==> config.mk <==
export PLATFORM = sky130hd
export DESIGN_NAME = mac_result_fifo
export DESIGN_NICKNAME = d
export VERILOG_FILES = /design/src/rtl/mac_result_fifo.sv
export SDC_FILE = /design/constraint.sdc
export NUM_CORES = 1
export LEC_CHECK = 0
export CORE_MARGIN = 1.5
export CORE_UTILIZATION = 58
export CTS_CLUSTER_DIAMETER = 150
export DETAILED_ROUTE_END_ITERATION = 6
export GPL_TIMING_DRIVEN = 0
export PLACE_DENSITY = 0.84
export SYNTH_ARGS = -nofsm -noshare
export SYNTH_HDL_FRONTEND = slang
export SYNTH_SLANG_ARGS = --single-unit
export TNS_END_PERCENT = 100
==> constraint.sdc <==
create_clock -name clk -period 5 [get_ports clk]
set_input_delay 1.25 -clock clk [delete_from_list [all_inputs] [get_ports clk]]
set_output_delay 1.25 -clock clk [all_outputs]
set_load 0.005 [all_outputs]
==> src/rtl/mac_result_fifo.sv <==
// Result queue behind the signed MAC: show-ahead FIFO with saturation tagging
// and drop accounting for pushes that arrive while the queue is full.
module mac_result_fifo #(
    parameter int DEPTH = 4,
    parameter int WIDTH = 28,
    parameter int DROPW = 8
) (
    input  logic                     clk,
    input  logic                     reset,
    input  logic [WIDTH-1:0]         in_data,
    input  logic                     in_valid,
    output logic [WIDTH-1:0]         out_data,
    output logic                     out_sat,
    output logic                     out_valid,
    input  logic                     out_ready,
    output logic [$clog2(DEPTH):0]   count,
    output logic                     overflow,
    input  logic                     ovf_clear,
    output logic [DROPW-1:0]         drop_count
);

    localparam int AW = $clog2(DEPTH);
    localparam int CW = AW + 1;

    // A value is tagged only when it sits exactly on one of the two rails.
    function automatic logic sat_tag(input logic [WIDTH-1:0] d);
        logic [WIDTH-1:0] max_v;
        logic [WIDTH-1:0] min_v;
        max_v = {1'b0, {(WIDTH-1){1'b1}}};
        min_v = {1'b1, {(WIDTH-1){1'b0}}};
        return (d == max_v) || (d == min_v);
    endfunction

    logic [WIDTH:0]    r_mem [DEPTH];
    logic [AW-1:0]     r_wr_ptr;
    logic [AW-1:0]     r_rd_ptr;
    logic [CW-1:0]     r_count;
    logic              r_overflow;
    logic [DROPW-1:0]  r_drop_count;

    logic              w_pop;
    logic              w_push;
    logic              w_reject;
    logic              w_drop_full;
    logic [WIDTH:0]    w_head;

    assign w_pop       = (r_count != {CW{1'b0}}) & out_ready;
    // Full pass-through: a pop in the same cycle frees the slot being written.
    assign w_push      = in_valid & ((r_count < CW'(DEPTH)) | w_pop);
    assign w_reject    = in_valid & ~w_push;
    assign w_drop_full = &r_drop_count;
    assign w_head      = r_mem[r_rd_ptr];

    // Storage array; contents are never cleared, only the pointers are.
    always_ff @(posedge clk) begin
        if (reset && w_push) begin
            r_mem[r_wr_ptr] <= {sat_tag(in_data), in_data};
        end
    end

    // Pointers and occupancy.
    always_ff @(posedge clk) begin
        if (!reset) begin
            r_wr_ptr <= {AW{1'b0}};
            r_rd_ptr <= {AW{1'b0}};
            r_count  <= {CW{1'b0}};
        end else begin
            if (w_push) begin
                r_wr_ptr <= r_wr_ptr + AW'(1);
            end
            if (w_pop) begin
                r_rd_ptr <= r_rd_ptr + AW'(1);
            end
            case ({w_push, w_pop})
                2'b10:   r_count <= r_count + CW'(1);
                2'b01:   r_count <= r_count - CW'(1);
                default: r_count <= r_count;
            endcase
        end
    end

    // Sticky overflow flag and saturating drop counter; a drop beats a clear.
    always_ff @(posedge clk) begin
        if (!reset) begin
            r_overflow   <= 1'b0;
            r_drop_count <= {DROPW{1'b0}};
        end else if (w_reject) begin
            r_overflow <= 1'b1;
            if (ovf_clear) begin
                r_drop_count <= DROPW'(1);
            end else if (!w_drop_full) begin
                r_drop_count <= r_drop_count + DROPW'(1);
            end else begin
                r_drop_count <= r_drop_count;
            end
        end else if (ovf_clear) begin
            r_overflow   <= 1'b0;
            r_drop_count <= {DROPW{1'b0}};
        end else begin
            r_overflow   <= r_overflow;
            r_drop_count <= r_drop_count;
        end
    end

    assign out_data   = w_head[WIDTH-1:0];
    assign out_sat    = w_head[WIDTH];
    assign out_valid  = (r_count != {CW{1'b0}});
    assign count      = r_count;
    assign overflow   = r_overflow;
    assign drop_count = r_drop_count;

endmodule

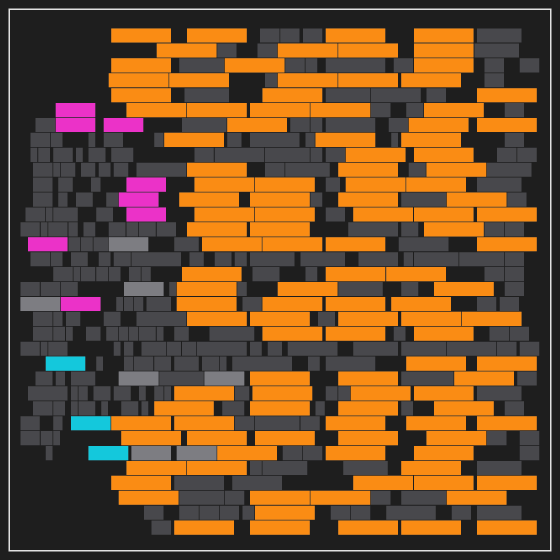
flops_by_reg.png
Other sequential cells in the stronger grey, the rest of the logic in the fainter grey.
legend:
  orange:
    netlist_name: `r_mem`
    sequential_cells: 116
  magenta:
    netlist_name: `drop_count`
    sequential_cells: 8
  cyan:
    netlist_name: `count`
    sequential_cells: 3

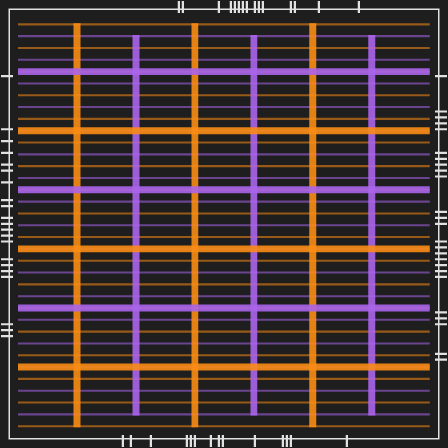
power_grid.png
Pins as bars on the die edge.
legend:
  purple:
    net: VDD
  orange:
    net: VSS
rows: 34
met4 straps: 6
met5 straps: 6
met1 rails: 35

==> impl_metrics.env <==
# yosys + openroad results
export IMPL_relSlewSlack_pct=48.9
export IMPL_synth_area_top_cells="edfxtp_1 66%, mux4_2 12%, dfxtp_1 6.8%"
export IMPL_ys_chip_area_um2=5290
export IMPL_skew_ps=9.65
export IMPL_hold_viol=0
export IMPL_ant_nets=0
export IMPL_die_h_um=98.5
export IMPL_grt_use_met2_pct=39.4
export IMPL_async_flop_share_pct=0
export IMPL_swShare_pct=24.3
export IMPL_layout_nets=412
export IMPL_num_antenna_cells=0
export IMPL_tool_warnings=29
export IMPL_ff_count=134
export IMPL_power_frac_seq_pct=41.3
export IMPL_cts_made_buffers=17
export IMPL_yosysTopAreaCellShare_pct=65.8
export IMPL_powerDensity_nw_per_um2=469
export IMPL_final_cell_area_um2=6740
export IMPL_first_pass_iters=4
export IMPL_top_layer="met4"
export IMPL_tightestPinTransition_ps=766
export IMPL_clock_latency_ps=510
export IMPL_p_seq_uw=1300
export IMPL_grt_usage_pct=24.0
export IMPL_power_clock_uw=1190
export IMPL_status="complete, no violations"
export IMPL_crit_chain="buf_2 -> buf_2 -> mux4_2 -> clkdlybuf4s50_1"
export IMPL_critPathMaxFanout=10
export IMPL_r2r_start="count[2]$_SDFFE_PN0P_"
export IMPL_comb_power_uw=669
export IMPL_gp_congestion=0.719
export IMPL_cts_hold_buf=0
export IMPL_fin_util_pct=76.9
export IMPL_dpl_hpwl_um=6340
export IMPL_cts_sinks=134
export IMPL_rsz0062_at_grt="no"
export IMPL_ys_sh_xor_pct=0.662
export IMPL_via_per_inst=6.05
export IMPL_nonClockInverterCount=9
export IMPL_n_clock_buffer=18
export IMPL_fin_setup_tns_ps=0
export IMPL_most_common_cell="edfxtp_1"
export IMPL_ys_warn_count=0
export IMPL_synthCells=279
export IMPL_yosysUniqueCellTypes=46
export IMPL_final_layout_size_suffix_gt1_share_pct=17.9
export IMPL_critical_path_most_common_cell="buf_2"
export IMPL_ys_seq_share_pct=72.7
export IMPL_endpoint_kind="primary output"
export IMPL_cpPeakStageDelay_ps=460
export IMPL_combPwrFrac_pct=21.2
export IMPL_place_area_um2=6170
export IMPL_holdCritStartpoint="overflow$_SDFFE_PN0P_"
export IMPL_enable_flop_cells=116
export IMPL_fill_cells=494
export IMPL_grt_ovfl_total=0
export IMPL_power_leader="sequential cells"
export IMPL_cts_root_buf="clkbuf_8"
export IMPL_ys_top_logic_family="multiplexers"
==> metrics by stage <==
stage	std cells	total power (uW)
4_1_cts	493	3190
2_1_floorplan	279	1680
3_5_place_dp	461	1990
5_1_grt	493	3280
3_3_place_gp	461	1980
6_report	493	3160
==> worst max-delay path, delay by kind of cell (launching register included) <==
family	cells	cell delay (ps)
buffers and inverters	3	1090
DFF	1	330
muxes	1	390
==> final timing paths <==
kind / end
worst max-delay path: out_data[23]
worst max register to register: count[2]$_SDFFE_PN0P_
worst min-delay path: overflow$_SDFFE_PN0P_
worst min register to register: overflow$_SDFFE_PN0P_
==> state kept, by name, indices dropped and copies added, names as in the netlist, named ones only <==
register,count
overflow,1
count,3
r_wr_ptr,2
r_mem,116
drop_count,8
r_rd_ptr,2
Power figures rest on the tool's default switching activity, not on a simulated workload.
